### src/rtl/bka_stream_accumulator.sv
// Brent-Kung prefix adder: N-bit sum with carry-in and carry-out.
// Latency: combinational, zero cycles.
// Backpressure: none, pure datapath.
module brent_kung_paralell_prefixAdder #(
    parameter int N = 64
) (
    input  logic [N-1:0] a,
    input  logic [N-1:0] b,
    input  logic         cin,
    output logic [N-1:0] sum,
    output logic         cout
);

    localparam int TOP = (N > 1) ? 2 ** ($clog2(N) - 1) : 1;

    logic [N-1:0] g;
    logic [N-1:0] p;
    logic [N-1:0] gg;
    logic [N-1:0] pp;
    logic [N-1:0] c;

    always_comb begin
        g  = a & b;
        p  = a ^ b;
        gg = g;
        pp = p;
        // Folding cin into bit 0 makes every group generate a true carry-out.
        gg[0] = g[0] | (p[0] & cin);

        for (int d = 1; d < N; d = d * 2) begin
            for (int i = 2 * d - 1; i < N; i = i + 2 * d) begin
                gg[i] = gg[i] | (pp[i] & gg[i-d]);
                pp[i] = pp[i] & pp[i-d];
            end
        end

        for (int d = TOP; d >= 1; d = d / 2) begin
            for (int i = 3 * d - 1; i < N; i = i + 2 * d) begin
                gg[i] = gg[i] | (pp[i] & gg[i-d]);
            end
        end

        c[0] = cin;
        for (int i = 1; i < N; i++) begin
            c[i] = gg[i-1];
        end
        sum  = p ^ c;
        cout = gg[N-1];
    end

endmodule

// Frame accumulator: adds/subtracts operand beats, holds result until consumed.
// Latency: beat result on acc at the accepting edge; out_valid from the in_last edge.
// Backpressure: in_ready low while a result waits in HOLD for out_ready.
module bka_stream_accumulator #(
    parameter int N     = 64,
    parameter int CNT_W = 16
) (
    input  logic             clk,
    input  logic             rst,
    input  logic             in_valid,
    output logic             in_ready,
    input  logic [N-1:0]     in_data,
    input  logic             in_sub,
    input  logic             in_last,
    output logic             out_valid,
    input  logic             out_ready,
    output logic [N-1:0]     out_sum,
    output logic             out_ovf,
    output logic [CNT_W-1:0] out_beats
);

    typedef enum logic [1:0] {
        IDLE  = 2'd0,
        ACCUM = 2'd1,
        HOLD  = 2'd2
    } state_t;

    state_t           state;
    logic [N-1:0]     acc;
    logic             ovf;
    logic [CNT_W-1:0] beats;

    logic [N-1:0]     b_op;
    logic [N-1:0]     add_sum;
    logic             add_cout;
    logic             beat_ovf;

    assign b_op = in_sub ? ~in_data : in_data;

    brent_kung_paralell_prefixAdder #(.N(N)) u_adder (
        .a    (acc),
        .b    (b_op),
        .cin  (in_sub),
        .sum  (add_sum),
        .cout (add_cout)
    );

    // Subtraction is a + ~b + 1, so a missing carry-out means a borrow.
    assign beat_ovf = in_sub ? ~add_cout : add_cout;

    always_ff @(posedge clk or posedge rst) begin
        if (rst) begin
            state <= IDLE;
            acc   <= '0;
            ovf   <= 1'b0;
            beats <= '0;
        end else begin
            case (state)
                IDLE, ACCUM: begin
                    if (in_valid) begin
                        acc   <= add_sum;
                        ovf   <= ovf | beat_ovf;
                        if (beats != {CNT_W{1'b1}}) begin
                            beats <= beats + 1'b1;
                        end
                        state <= in_last ? HOLD : ACCUM;
                    end
                end
                HOLD: begin
                    if (out_ready) begin
                        acc   <= '0;
                        ovf   <= 1'b0;
                        beats <= '0;
                        state <= IDLE;
                    end
                end
                default: begin
                    state <= IDLE;
                end
            endcase
        end
    end

    assign in_ready  = (state != HOLD);
    assign out_valid = (state == HOLD);
    assign out_sum   = acc;
    assign out_ovf   = ovf;
    assign out_beats = beats;

endmodule

### config.mk
export PLATFORM = sky130hd
export DESIGN_NAME = bka_stream_accumulator
export DESIGN_NICKNAME = d
export VERILOG_FILES = /design/src/rtl/bka_stream_accumulator.sv
export SDC_FILE = /design/constraint.sdc
export NUM_CORES = 1
export LEC_CHECK = 0
export ABC_AREA = 1
export CELL_PAD_IN_SITES_DETAIL_PLACEMENT = 1
export CELL_PAD_IN_SITES_GLOBAL_PLACEMENT = 1
export CORE_ASPECT_RATIO = 0.6
export CORE_MARGIN = 5
export CORE_UTILIZATION = 39
export CTS_CLUSTER_SIZE = 40
export DETAILED_ROUTE_END_ITERATION = 10
export HOLD_SLACK_MARGIN = 0.06
export PLACE_DENSITY_LB_ADDON = 0.1
export SYNTH_ARGS = -nofsm -noshare
export SYNTH_HDL_FRONTEND = slang
export SYNTH_HIERARCHICAL = 1
export SYNTH_SLANG_ARGS = --single-unit
### constraint.sdc
create_clock -name clk -period 3.4 [get_ports clk]
set_input_delay 0.68 -clock clk [delete_from_list [all_inputs] [get_ports clk]]
set_output_delay 0.68 -clock clk [all_outputs]
set_load 0.03 [all_outputs]
Fig. 1: placement by cell class
(3 px per um) Fill, decap, tap and diode cells in gray.
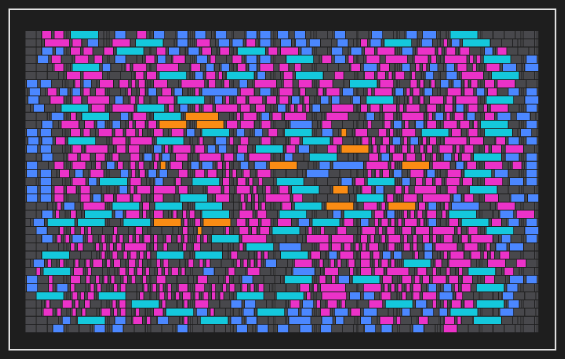
remaining buffers and delay cells: in blue, cells 253, share of their area 25%. remaining logic cells: in magenta, cells 635, share of their area 51%. clock drivers and dummy loads: in orange, cells 14, share of their area 2.9%. registers: in cyan, cells 83, share of their area 21%.
Seq area share: 20.6%
Core ar.: 0.0172 mm2

Fig. 2: routed clock nets over the placement
(4 px per um)
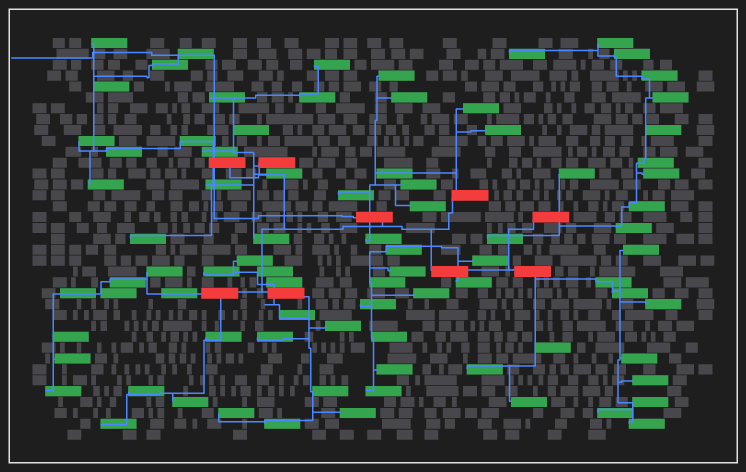
clock wires: in blue, length 1360 um. clock-net drivers: in red, count 9. flip-flops: in green, count 83.
There are 10 routed clock nets. Position of the flops: all over the die.

==> Changelog: implementation <==
### Physical design

- Most instantiated logic cells after routing: clkdlybuf4s50_1, nand2_1, buf_4
- Latency at later pin: 0.34 ns
- DR vias: 6206
- End of the worst hold path: state[0]
- Sink Count: 83
- Clk_skew: 0.0112 ns
- Crit end category: register
- FMAX: 300 MHz
- Worst setup startpoint: in_data[41]
- Logic area: 0.00467 mm2
- Worst-path maximum fanout: 4
- Busiest grt layer: met2
- CTS buffer count: 9
- Synth flops: 83
- Drt first pass iters: 4
- Worst hold slack: 0.450 ns
- Critical path's top delay family: adder cells
- Post-Syn Area per Cell: 9.29 um2
- Ys async rst share: 100%
- CTS Buffer Depth: 2
- Status: finished, final reports clean
- Logic share of the area: 46.3%
- Stage-log warning count: 27
- Global route total overflow: 0
- Yosys chip area: 0.00689 mm2
- Slew headroom: 58.2%
- DR WL met2: 10900 um
- Clock root cell: clkbuf_16
- Htree depth: 3
- Psw: 3.99 mW
- Seq share, synth: 30.1%
- Sw Share: 45.6%
- Crit-path cells: clkdlybuf4s50_1 > xor2_1 > ha_1 > a21o_1 > nand3_1 > nand2_2 > nand2_1 > nand3_2 > a21oi_4 > nand2_4 > nand2_4 > nand2_4 > nand2_2 > nand2_2 > buf_6 > fa_2 > xor2_1 > a22o_1
- Peak VDD IR: 0.457 mV
- Hpwl dp: 16200 um
- Reg2reg start: out_sum[0]
- Clock transition at path regs: 0.06 ns
- Largest net degree at the start of global routing: 66
- Combinational share of power: 67.0%
- 1st-iter DRT viols: 242
- Syn nets: 908
- WP data arrival: 3.56 ns
- Kind of critical path: in2reg
- Num tapcells: 234
- Dominant cell type by area after synthesis: dfrtp_1
[logic make-up after synthesis]
logic type                 Yosys count  synth area share (%)
xor gates and xnor gates           102                  13.0
adders and majority gates           96                  21.0
DFF                                 83                  30.1
buffers and inverters              105                  6.83
AOI/OAI and AO/OA                  120                  13.6
and+or+nand+nor                    236                  15.5
[timing repair]
action                     4_1_cts  5_1_grt
hold buffers                     0        0
buffers inserted                 4       19
setup endpoints to repair       37       27
gates resized                   15       91
cloned                           1        1
pin swaps                       14       59
[flip-flops by register name (all words and copies together) (netlist names)]
| register | count |
|---|---|
| out_beats | 16 |
| out_sum | 64 |
| out_ovf | 1 |
| state | 2 |
Power figures rest on the tool's default switching activity, not on a simulated workload.
